**src/rtl/shift_pkg.sv**
```systemverilog
// Shared types for the shift sequencer: FSM states, shift modes and direction codes.
// Rotate support is selected by SHIFT_SEQUENCER_ROTATE_EN in the sequencer.
package shift_pkg;

    typedef enum logic [1:0] {
        IDLE  = 2'd0,
        SHIFT = 2'd1,
        DONE  = 2'd2
    } state_e;

    typedef enum logic [1:0] {
        MODE_LOGICAL = 2'b00,
        MODE_ARITH   = 2'b01,
        MODE_ROTATE  = 2'b10,
        MODE_RSVD    = 2'b11
    } mode_e;

    localparam logic DIR_LEFT  = 1'b0;
    localparam logic DIR_RIGHT = 1'b1;

endpackage

```
**src/rtl/shift_step.sv**
```systemverilog
// Combinational single-bit shift of a WIDTH-bit word with an explicit fill bit;
// reports the bit that falls off the end.
module shift_step
    import shift_pkg::*;
#(
    parameter int WIDTH = 32
) (
    input  logic [WIDTH-1:0] data_in,
    input  logic             dir,
    input  logic             fill,
    output logic [WIDTH-1:0] data_out,
    output logic             shifted_out
);

    always_comb begin
        if (dir == DIR_LEFT) begin
            data_out    = {data_in[WIDTH-2:0], fill};
            shifted_out = data_in[WIDTH-1];
        end else begin
            data_out    = {fill, data_in[WIDTH-1:1]};
            shifted_out = data_in[0];
        end
    end

endmodule

```
**src/rtl/shift_sequencer.sv**
```systemverilog
// Multi-cycle barrel-less shifter: one bit per clock, N cycles of latency.
// Define SHIFT_SEQUENCER_ROTATE_EN to enable mode 10 as rotate (otherwise logical).
module shift_sequencer
    import shift_pkg::*;
#(
    parameter int WIDTH = 32,
    parameter int AMT_W = 5
) (
    input  logic             clk,
    input  logic             rst_n,
    input  logic             in_valid,
    output logic             in_ready,
    input  logic [WIDTH-1:0] in_data,
    input  logic [AMT_W-1:0] in_amount,
    input  logic             in_dir,
    input  logic [1:0]       in_mode,
    output logic             out_valid,
    input  logic             out_ready,
    output logic [WIDTH-1:0] out_data,
    output logic             out_last_bit,
    output logic             busy
);

    state_e           state_q, state_d;
    logic [WIDTH-1:0] data_q, data_d;
    logic             dir_q, dir_d;
    mode_e            mode_q, mode_d;
    logic             msb_q, msb_d;
    logic [AMT_W-1:0] cnt_q, cnt_d;
    logic             last_q, last_d;
    logic             valid_q, valid_d;
    logic             ready_q, ready_d;
    logic             busy_q, busy_d;

    logic             fill;
    logic [WIDTH-1:0] step_data;
    logic             step_out;

    // Arithmetic right replicates the MSB captured at accept, not the live one.
    always_comb begin
        fill = 1'b0;
        if (dir_q == DIR_RIGHT && mode_q == MODE_ARITH)
            fill = msb_q;
`ifdef SHIFT_SEQUENCER_ROTATE_EN
        if (mode_q == MODE_ROTATE)
            fill = (dir_q == DIR_LEFT) ? data_q[WIDTH-1] : data_q[0];
`endif
    end

    shift_step #(.WIDTH(WIDTH)) u_step (
        .data_in    (data_q),
        .dir        (dir_q),
        .fill       (fill),
        .data_out   (step_data),
        .shifted_out(step_out)
    );

    always_comb begin
        state_d = state_q;
        data_d  = data_q;
        dir_d   = dir_q;
        mode_d  = mode_q;
        msb_d   = msb_q;
        cnt_d   = cnt_q;
        last_d  = last_q;
        unique case (state_q)
            IDLE: begin
                if (in_valid) begin
                    data_d  = in_data;
                    dir_d   = in_dir;
                    mode_d  = mode_e'(in_mode);
                    msb_d   = in_data[WIDTH-1];
                    cnt_d   = in_amount;
                    last_d  = 1'b0;
                    state_d = (in_amount == '0) ? DONE : SHIFT;
                end
            end
            SHIFT: begin
                data_d = step_data;
                last_d = step_out;
                cnt_d  = cnt_q - AMT_W'(1);
                if (cnt_q == AMT_W'(1))
                    state_d = DONE;
            end
            DONE: begin
                if (out_ready)
                    state_d = IDLE;
            end
            default: state_d = IDLE;
        endcase
        // Status outputs are registered, so derive them from the next state.
        valid_d = (state_d == DONE);
        ready_d = (state_d == IDLE);
        busy_d  = (state_d != IDLE);
    end

    always_ff @(posedge clk or negedge rst_n) begin
        if (!rst_n) begin
            state_q <= IDLE;
            data_q  <= '0;
            dir_q   <= DIR_LEFT;
            mode_q  <= MODE_LOGICAL;
            msb_q   <= 1'b0;
            cnt_q   <= '0;
            last_q  <= 1'b0;
            valid_q <= 1'b0;
            ready_q <= 1'b1;
            busy_q  <= 1'b0;
        end else begin
            state_q <= state_d;
            data_q  <= data_d;
            dir_q   <= dir_d;
            mode_q  <= mode_d;
            msb_q   <= msb_d;
            cnt_q   <= cnt_d;
            last_q  <= last_d;
            valid_q <= valid_d;
            ready_q <= ready_d;
            busy_q  <= busy_d;
        end
    end

    assign in_ready     = ready_q;
    assign out_valid    = valid_q;
    assign out_data     = data_q;
    assign out_last_bit = last_q;
    assign busy         = busy_q;

endmodule

```
**config.mk**
```make
export PLATFORM = sky130hd
export DESIGN_NAME = shift_sequencer
export DESIGN_NICKNAME = d
export VERILOG_FILES = /design/src/rtl/shift_pkg.sv /design/src/rtl/shift_step.sv /design/src/rtl/shift_sequencer.sv
export SDC_FILE = /design/constraint.sdc
export NUM_CORES = 1
export LEC_CHECK = 0
export CAP_MARGIN = 20
export CORE_ASPECT_RATIO = 0.9
export CORE_MARGIN = 3
export CORE_UTILIZATION = 47
export CTS_CLUSTER_SIZE = 28
export DETAILED_ROUTE_END_ITERATION = 6
export HOLD_SLACK_MARGIN = 0.02
export MAX_ROUTING_LAYER = met4
export PLACE_DENSITY_LB_ADDON = 0.25
export SYNTH_ARGS = -nofsm -noshare
export SYNTH_HDL_FRONTEND = slang
export SYNTH_SLANG_ARGS = --single-unit
```
**constraint.sdc**
```tcl
create_clock -name clk -period 1.5 [get_ports clk]
set_input_delay 0.375 -clock clk [delete_from_list [all_inputs] [get_ports clk]]
set_output_delay 0.375 -clock clk [all_outputs]
set_load 0.01 [all_outputs]
```
**Run 1: met3 routing**

Scale: 6 px per um. Cells faint in the background.
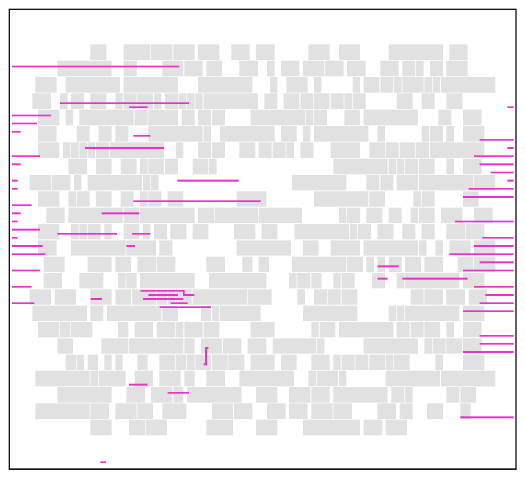
The wires run mostly horizontal. The longest straight run is 27.6 um. 59 nets have wire on it. The layer holds 5.2% of the routed length.
via count of the routed design: 2463
M3 GR Usage: 4.108%

**Run 1: clock routing**

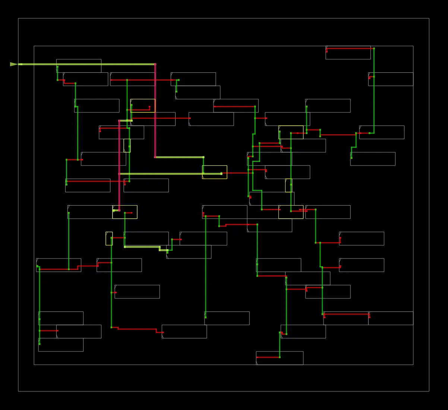
clock-net power: 749 uW
total CTS buffers: 5
clock sink count: 47

**Run 1: placement by cell class**

Scale: 6 px per um.
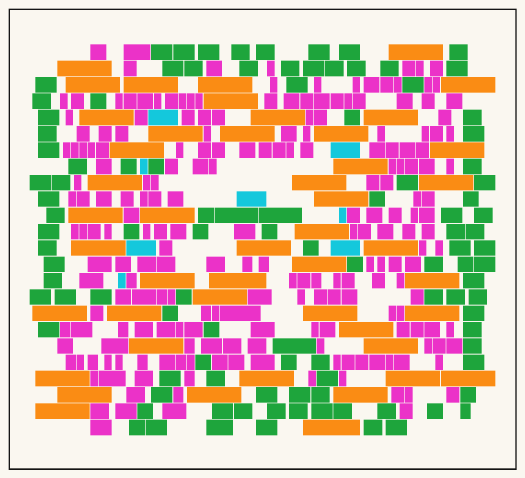
Key: cyan = clock drivers and dummy loads [cells 8]; green = other buffers and delay cells [cells 104]; orange = flops [cells 47]; magenta = all other logic [cells 211]

**Run 1: pin map**

Scale: 4 px per um. Pins as bars across the die edge, other pins in grey.
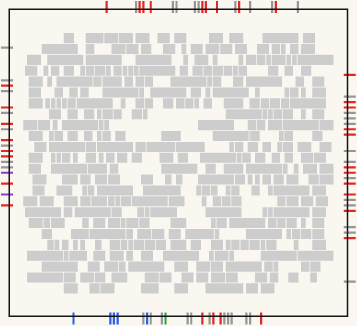
Key: blue = in_amount [pins 5, direction input, edge bottom]; green = out_last_bit [pins 1, direction output, edge bottom]; red = in_data [pins 32, direction input, edge 11 right, 9 top, 8 left, 4 bottom]; purple = in_mode [pins 2, direction input, edge left]
All pins by edge: 23 right, 21 bottom, 18 left, 18 top.

==> out/summary.json, run 1 <==
{
  "cts_buffer_depth": {"value": 2},
  "floorplan.die.width": {"value": 84.21, "unit": "um"},
  "finalNetCount": {"value": 415},
  "ctsHtreeMaxLevel": {"value": 2},
  "chipHeight": {"value": 76.39, "unit": "um"},
  "final_layout_size_suffix_gt1_share": {"value": 12.70, "unit": "%"},
  "lay_top_count": {"value": "sky130_fd_sc_hd__nand2_1"},
  "comb_power_share": {"value": 54.4, "unit": "%"},
  "rsz0062_at_grt": {"value": "no"},
  "drc_errors": {"value": 0},
  "clkSlewWorstSetupHoldPaths": {"value": 0.09, "unit": "ns"},
  "worstPathRequired": {"value": 1.73, "unit": "ns"},
  "cts.repair.resized": {"value": 36},
  "final-instance-count-excl-fill": {"value": 435},
  "timing.final.ws_setup": {"value": 0.02465, "unit": "ns"},
  "netSwitchingPower": {"value": 2966, "unit": "uW"},
  "layout-area-overhead-vs-synth": {"value": 38.59, "unit": "%"},
  "fp_util": {"value": 50.99, "unit": "%"},
  "status": {"value": "finished, final reports clean"},
  "synth_stat.cells": {"value": 283},
  "pin_count_of_the_biggest_net_entering_global_routing": {"value": 66},
  "dp.cells": {"value": 419},
  "post_synthesis_instance_area": {"value": 2587, "unit": "um^2"},
  "dr.pass1.iters": {"value": 4},
  "most_used_cells_in_the_layout_excluding_fill_and_tap_cells": {"value": "sky130_fd_sc_hd__nand2_1, sky130_fd_sc_hd__dfrtp_1, sky130_fd_sc_hd__clkdlybuf4s50_1"},
  "io_buffer_count": {"value": 79},
  "cpLargestDelayFamily": {"value": "simple AND/OR/NAND/NOR gates"}
}
==> run 1: cells by family (layout without fill, tap and decap cells) <==
logic type	count (synthesis)	after routing	synth area share [%]
adders and majority gates	2	2	0.9670
muxes	8	8	3.288
and+or+nand+nor	118	118	23.60
AOI/OAI and AO/OA	79	79	20.50
DFF	47	47	45.50
buffers and inverters	29	116	6.141
==> run 1: worst paths after layout <==
check	start	depth (start not counted)	endpoint	slack, ns
max	in_amount[1]	4	state_q[1]	0.02
min reg2reg	mode_q[0]	1	mode_q[0]	0.51
max in group asynchronous	rst_n	2	in_ready	1.12
min in group clk	mode_q[0]	1	mode_q[0]	0.51
max reg2reg	state_q[1]	4	cnt_q[3]	0.07
min	rst_n	2	out_data[5]	0.04
==> run 1: routing by layer <==
metal / up-vias / share of wire, % / track usage, %
met2: 83 / 48 / 34.62
met4: 0 / 1.1 / 5.305
li1: 1179 / - / -
met1: 1192 / 45 / 29.61
met5: - / 0 / -
met3: 9 / 5.2 / 4.108
==> run 1: power by group through the flow <==
stage	sequential, uW	clock (uW)	combinational, uW
4_1_cts	2490	763	3880
3_5_place_dp	2580	0	3970
5_1_grt	2600	816	4290
3_3_place_gp	2570	0	3820
2_1_floorplan	2630	0	2220
6_report	2520	749	3890
==> run 1: through the flow <==
stage	util [%]	power (uW)	hold WS, ns
after CTS	70.44	7135	0.04865
after global routing	70.66	7715	0.06419
after floorplan	-	4851	0.07941
after detailed placement	68.57	6557	0.3713
after global placement	68.57	6390	0.3683
final	70.66	7157	0.04315
==> run 1: layout make-up <==
class	count	area [um^2]	share of cell area, %
multi-input combinational	207	1262	35.21
sequential	47	1179	32.87
timing repair buffer	104	968.4	27.01
tap	65	81.33	2.268
clock buffer	8	80.08	2.233
inverter	4	15.01	0.4187
==> run 1: Yosys cell counts (all sizes together) <==
| library cell | n | area share [%] |
|---|---|---|
| o31a | 1 | 0.34 |
| inv | 4 | 0.58 |
| nand3b | 4 | 1.2 |
| nor3 | 2 | 0.58 |
| a32oi | 1 | 0.34 |
| or3b | 2 | 0.77 |
| a21oi | 5 | 0.97 |
| o31ai | 1 | 0.29 |
| nand2 | 65 | 9.4 |
| a31oi | 31 | 7.5 |
| or4 | 1 | 0.44 |
| nand2b | 3 | 0.73 |
| nor4b | 2 | 0.68 |
| dfstp | 1 | 1.0 |
| nand3 | 2 | 0.39 |
| a211o | 1 | 0.34 |
| mux2 | 4 | 1.7 |
| nor3b | 1 | 0.73 |
| o21ai | 7 | 1.4 |
| mux2i | 4 | 1.5 |
| clkbuf | 3 | 0.44 |
| buf | 22 | 5.1 |
| and3 | 1 | 0.44 |
| ha | 2 | 0.97 |
| nor2b | 30 | 7.3 |
| a211oi | 30 | 8.7 |
| o32ai | 2 | 0.68 |
| and2b | 2 | 0.58 |
| nor2 | 3 | 0.44 |
| dfrtp | 46 | 44 |
==> run 1: registers in the layout, indices dropped and copies added, names as in the netlist <==
register,count
out_data,32
msb_q,1
in_ready,1
busy,1
out_last_bit,1
cnt_q,5
out_valid,1
mode_q,2
dir_q,1
state_q,2
==> run 2: changes to the inputs <==
--- a/config.mk
+++ b/config.mk
@@ -9,6 +9,7 @@
 export CORE_ASPECT_RATIO = 0.9
 export CORE_MARGIN = 3
 export CORE_UTILIZATION = 47
+export CTS_CLUSTER_DIAMETER = 80
 export CTS_CLUSTER_SIZE = 28
 export DETAILED_ROUTE_END_ITERATION = 6
 export HOLD_SLACK_MARGIN = 0.02
==> run 2 against run 1 <==
Effect of this change: clock-buffer cell count did not move; total power did not move; sequential power barely moved; critical path type unchanged; highest routed layer unchanged.
==> out/summary.json, run 2 <==
{
  "status": {"value": "finished, final reports clean"},
  "post_synth_main_area_contributors": {"value": "sky130_fd_sc_hd__dfrtp_1, sky130_fd_sc_hd__nand2_1, sky130_fd_sc_hd__a211oi_1"},
  "clkSlewWorstSetupHoldPaths": {"value": 0.09, "unit": "ns", "change": "about the same"},
  "comb_power_share": {"value": 54.4, "unit": "%", "change": "about the same"},
  "dp.cells": {"value": 419, "change": "unchanged"},
  "io_buffer_count": {"value": 79, "change": "unchanged"},
  "drc_errors": {"value": 0, "change": "unchanged"},
  "chipHeight": {"value": 76.39, "unit": "um", "change": "unchanged"},
  "final_layout_size_suffix_gt1_share": {"value": 12.70, "unit": "%", "change": "unchanged"},
  "r2r_setup_slk": {"value": 0.07, "unit": "ns", "change": "about the same"},
  "rsz0062_at_grt": {"value": "no"},
  "synthesis.nets": {"value": 329},
  "fin_hold_ws": {"value": 0.04315, "unit": "ns", "change": "unchanged"},
  "final-instance-count-excl-fill": {"value": 435, "change": "unchanged"},
  "report.power.total": {"value": 7157, "unit": "uW", "change": "unchanged"},
  "cts.sink_count": {"value": 47, "change": "unchanged"},
  "pin_count_of_the_biggest_net_entering_global_routing": {"value": 66, "change": "unchanged"},
  "worst_slew_margin_rel": {"value": 73.20, "unit": "%"},
  "synth_stat.cells": {"value": 283, "change": "unchanged"},
  "worstPathRequired": {"value": 1.73, "unit": "ns", "change": "about the same"},
  "post_synthesis_instance_area": {"value": 2587, "unit": "um^2", "change": "unchanged"},
  "ctsHtreeMaxLevel": {"value": 2, "change": "unchanged"},
  "most_frequent_cells_after_synthesis": {"value": "sky130_fd_sc_hd__nand2_1, sky130_fd_sc_hd__dfrtp_1, sky130_fd_sc_hd__a31oi_1"},
  "timing.rr.start": {"value": "state_q[1]"},
  "leading_area_contributor_after_synthesis": {"value": "sky130_fd_sc_hd__dfrtp_1"},
  "cts_buffer_depth": {"value": 2, "change": "unchanged"},
  "netlist.area_leader.share": {"value": 44.49, "unit": "%", "change": "unchanged"},
  "dr.pass1.iters": {"value": 4, "change": "unchanged"},
  "netSwitchingPower": {"value": 2966, "unit": "uW", "change": "unchanged"},
  "ys.flop_type": {"value": "sky130_fd_sc_hd__dfrtp_1"},
  "largest_register_ffs": {"value": 32, "change": "unchanged"},
  "asyncSetResetFlopFracSynth": {"value": 100.0, "unit": "%", "change": "unchanged"},
  "fp_util": {"value": 50.99, "unit": "%", "change": "unchanged"},
  "layout-area-overhead-vs-synth": {"value": 38.59, "unit": "%", "change": "unchanged"},
  "enable_flop_cells": {"value": 0, "change": "unchanged"},
  "finalNetCount": {"value": 415, "change": "unchanged"},
  "floorplan.die.width": {"value": 84.21, "unit": "um", "change": "unchanged"},
  "tritoncts.num_buffers": {"value": 5, "change": "unchanged"}
}
## run 2: timing repair
item / 4_1_cts / 5_1_grt
setup buffers: 8 / 0
resized: 36 / 5
setup endpoints to repair: 36 / 34
## run 2: metrics by stage
step | setup slack, ns | util (%) | instance area (um^2) | setup TNS, ns
floorplan | 0.2242 | - | 2587 | 0
global placement | -0.2421 | 68.57 | 3480 | -8.954
detailed placement | -0.3008 | 68.57 | 3480 | -11.02
CTS | 0.003273 | 70.44 | 3575 | 0
global route | 0.01293 | 70.66 | 3586 | 0
finish | 0.02465 | 70.66 | 3586 | 0
## run 2: area by class of cell
cell class,instances,area [um^2],share of cell area [%]
multi-input combinational,207,1262,35.21
sequential,47,1179,32.87
timing repair buffer,104,968.4,27.01
tap,65,81.33,2.268
clock buffer,8,80.08,2.233
inverter,4,15.01,0.4187
## run 2: cells by family (layout without fill, tap and decap cells)
group	count (synthesis)	in the layout	share of synthesized area, %
and+or+nand+nor	118	118	23.60
AOI/OAI and AO/OA	79	79	20.50
DFF	47	47	45.50
buffers and inverters	29	116	6.141
muxes	8	8	3.288
adders and majority gates	2	2	0.9670
## run 2: critical path, delay by kind of cell
family | cells | cell delay (ns)
and+or+nand+nor | 3 | 0.86
buffers and inverters | 1 | 0.45
## run 2: power groups by stage
| stage | clock network, uW | logic [uW] | registers [uW] |
|---|---|---|---|
| floorplan | 0 | 2220 | 2630 |
| global placement | 0 | 3820 | 2570 |
| detailed placement | 0 | 3970 | 2580 |
| CTS | 763 | 3880 | 2490 |
| global route | 816 | 4290 | 2600 |
| finish | 749 | 3890 | 2520 |
## run 2: worst max-delay path by stage
stage                             from            to  slack (ns)
after floorplan             state_q[0]         dir_q        0.22
after global placement        in_valid      cnt_q[3]       -0.24
after detailed placement      in_valid  out_data[27]       -0.30
after CTS                     in_valid  out_data[25]       0.003
after global routing      in_amount[1]    state_q[1]        0.01
final                     in_amount[1]    state_q[1]        0.02
## run 2: layer usage
metal / GRT usage [%] / share of wire, % / vias up
met4: 5.305 / 1.1 / 0
met3: 4.108 / 5.2 / 9
li1: - / - / 1179
met5: - / 0 / -
met1: 29.61 / 45 / 1192
met2: 34.62 / 48 / 83
**Run 2: clock routing**

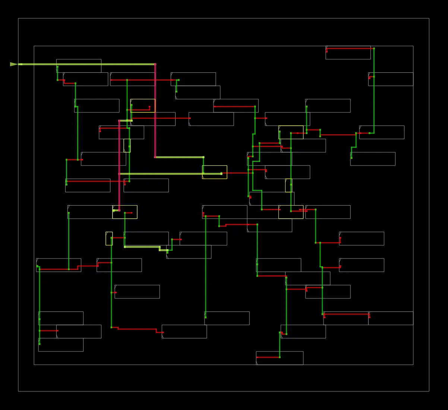
final-layout clock buffer total: 8
Fin Clk Skew: 0.006679 ns
Clock Latency Late Sink: 0.29 ns
sequential cell count: 47

**Run 2: a small window of the routed layout**

Region (34, 26) to (84, 76) um. Cells in grey, sequential cells in the stronger grey; small squares are vias.
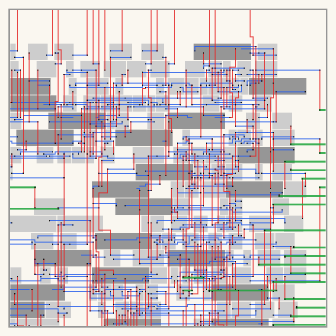
Key: blue = met1; green = met3; red = met2
Sequential cells in the window: 20. Netlist names of flops here include out_data (17). 149 logic cells have their middle in the window. Most frequent: nand2_1 (29), dfrtp_1 (19).

==> run 3: changes to the inputs <==
--- a/config.mk
+++ b/config.mk
@@ -12,9 +12,9 @@
 export CTS_CLUSTER_DIAMETER = 80
 export CTS_CLUSTER_SIZE = 28
 export DETAILED_ROUTE_END_ITERATION = 6
-export HOLD_SLACK_MARGIN = 0.02
 export MAX_ROUTING_LAYER = met4
 export PLACE_DENSITY_LB_ADDON = 0.25
 export SYNTH_ARGS = -nofsm -noshare
 export SYNTH_HDL_FRONTEND = slang
 export SYNTH_SLANG_ARGS = --single-unit
+export TNS_END_PERCENT = 20
**Run 3: a small window of the routed layout**

Region (34, 26) to (84, 76) um. Cells in grey, sequential cells in the stronger grey; small squares are vias.
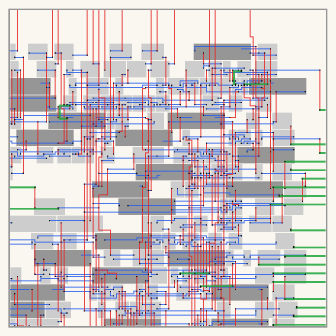
Key: green = met3; blue = met1; red = met2
Most frequent: nand2_1 (29), dfrtp_1 (19). Sequential cells in the window: 20. 146 logic cells have their middle in the window. Netlist names of flops here include out_data (17).

==> run 3 against run 2 <==
Effect of this change: synthesized cell count unchanged; flip-flop count unchanged; sequential share of layout area rose by 0.28 points.
==> out/summary.json, run 3 <==
{
  "fin_tns_setup": {"value": 0, "unit": "ns", "change": "unchanged"},
  "cp_num_buf_inv": {"value": 1, "change": "unchanged"},
  "cts.sink_count": {"value": 47, "change": "unchanged"},
  "clkSlewWorstSetupHoldPaths": {"value": 0.09, "unit": "ns", "change": "about the same"},
  "worstPathRequired": {"value": 1.73, "unit": "ns", "change": "about the same"},
  "dr.pass1.iters": {"value": 4, "change": "unchanged"},
  "post_synth_main_area_contributors": {"value": "sky130_fd_sc_hd__dfrtp_1, sky130_fd_sc_hd__nand2_1, sky130_fd_sc_hd__a211oi_1"},
  "worst_slew_margin_rel": {"value": 73.20, "unit": "%", "change": "about the same"},
  "fp_util": {"value": 50.99, "unit": "%", "change": "unchanged"},
  "status": {"value": "finished, final reports clean"},
  "finalNetCount": {"value": 411, "change": "-0.96%"},
  "cts_buffer_depth": {"value": 2, "change": "unchanged"},
  "clock.latency.late_pin": {"value": 0.30, "unit": "ns", "change": "about the same"},
  "multi_input_comb_area": {"value": 1262, "unit": "um^2", "change": "unchanged"},
  "ctsHtreeMaxLevel": {"value": 2, "change": "unchanged"},
  "total_detailed_routing_wirelength": {"value": 6817, "unit": "um"},
  "netlist.area_leader.share": {"value": 44.49, "unit": "%", "change": "unchanged"},
  "rsz0062_at_grt": {"value": "no"},
  "final-instance-count-excl-fill": {"value": 431, "change": "-0.92%"},
  "first_global_vias": {"value": 2356},
  "cp-endpoint": {"value": "state_q[1]"},
  "skew": {"value": 0.006824, "unit": "ns", "change": "+0.0001454 ns"},
  "floorplan.die.width": {"value": 84.21, "unit": "um", "change": "unchanged"},
  "enable_flop_cells": {"value": 0, "change": "unchanged"},
  "drc_errors": {"value": 0, "change": "unchanged"},
  "synth_stat.cells": {"value": 283, "change": "unchanged"},
  "r2r_setup_slk": {"value": 0.06, "unit": "ns", "change": "about the same"},
  "final_layout_size_suffix_gt1_share": {"value": 11.75, "unit": "%", "change": "-0.95 points"},
  "asyncSetResetFlopFracSynth": {"value": 100.0, "unit": "%", "change": "unchanged"},
  "chipHeight": {"value": 76.39, "unit": "um", "change": "unchanged"},
  "tritoncts.num_buffers": {"value": 5, "change": "unchanged"},
  "largest_register_ffs": {"value": 32, "change": "unchanged"},
  "most_frequent_cells_after_synthesis": {"value": "sky130_fd_sc_hd__nand2_1, sky130_fd_sc_hd__dfrtp_1, sky130_fd_sc_hd__a31oi_1"},
  "leading_area_contributor_after_synthesis": {"value": "sky130_fd_sc_hd__dfrtp_1"},
  "timing.rr.start": {"value": "state_q[1]"},
  "critical_path_arrival": {"value": 1.70, "unit": "ns"},
  "ys.flop_type": {"value": "sky130_fd_sc_hd__dfrtp_1"},
  "critical_path.endpoint_type": {"value": "flop"},
  "core.rowCount": {"value": 24},
  "synthesis.nets": {"value": 329, "change": "unchanged"},
  "dp.cells": {"value": 419, "change": "unchanged"},
  "layout-area-overhead-vs-synth": {"value": 37.43, "unit": "%"},
  "post_synthesis_instance_area": {"value": 2587, "unit": "um^2", "change": "unchanged"},
  "pin_count_of_the_biggest_net_entering_global_routing": {"value": 66, "change": "unchanged"},
  "critical_path.cell_chain": {"value": "clkdlybuf4s50_1 > or4_4 > nor3_2 > nand3b_1"},
  "io_buffer_count": {"value": 79, "change": "unchanged"},
  "timing.critical_path.depth": {"value": 4, "change": "unchanged"},
  "synth.yosys.chip_area": {"value": 2587, "unit": "um^2"},
  "ff_latch_area": {"value": 1179, "unit": "um^2", "change": "unchanged"},
  "crit_path_start": {"value": "in_amount[1]"}
}
**Run 3: pin map**

Scale: 4 px per um. Pins as bars across the die edge, other pins in grey.
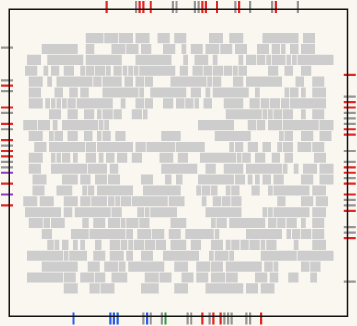
Key: purple = in_mode [pins 2, direction input, edge left]; red = in_data [pins 32, direction input, edge 11 right, 9 top, 8 left, 4 bottom]; green = out_last_bit [pins 1, direction output, edge bottom]; blue = in_amount [pins 5, direction input, edge bottom]
All pins by edge: 23 right, 21 bottom, 18 left, 18 top.

[run 3: cell type report]
class,instances,area share [%]
clock buffer,8,2.252
inverter,4,0.4222
multi-input combinational,207,35.50
sequential,47,33.15
tap,65,2.287
timing repair buffer,100,26.39
[run 3: timing repair]
action,in CTS,in global routing
resized,36,5
endpoints found under the hold margin,0,0
pin swaps,0,0
endpoints found under the setup margin,36,34
setup buffers,4,0
cloned,0,0
[run 3: where the power goes]
group | switching (uW) | internal (uW)
registers | 614 | 1930
clock network | 419 | 332
logic | 1910 | 1870
[run 3: how the worst min path moves through the flow]
stage	slack [ns]	to
5_1_grt	0.06	out_data[9]
4_1_cts	0.05	out_data[5]
3_3_place_gp	0.37	out_data[4]
6_report	0.04	out_data[5]
2_1_floorplan	0.08	busy
3_5_place_dp	0.37	out_data[5]
[run 3: metal layers]
metal,vias to the layer above,wire (um),global-route usage (%)
met5,-,0,-
li1,1176,-,-
met1,1191,3132,29.06
met3,9,328,4.216
met2,80,3277,33.60
met4,0,79,5.305
[run 3: metrics by stage]
| step | hold WS [ns] | instance area, um^2 | total power [uW] | util, % | setup slack, ns |
|---|---|---|---|---|---|
| global route | 0.06441 | 3556 | 7608 | 70.07 | 0.01293 |
| floorplan | 0.07941 | 2587 | 4851 | - | 0.2242 |
| CTS | 0.04865 | 3545 | 7055 | 69.85 | 0.002077 |
| global placement | 0.3683 | 3480 | 6390 | 68.57 | -0.2421 |
| finish | 0.04276 | 3556 | 7064 | 70.07 | 0.02532 |
| detailed placement | 0.3713 | 3480 | 6557 | 68.57 | -0.3008 |
[run 3: cells by family after synthesis]
family                     share of synthesized area (%)
buffers and inverters                              6.141
muxes                                              3.288
DFF                                                45.50
AOI/OAI and AO/OA                                  20.50
and+or+nand+nor                                    23.60
adders and majority gates                         0.9670
Power figures rest on the tool's default switching activity, not on a simulated workload.
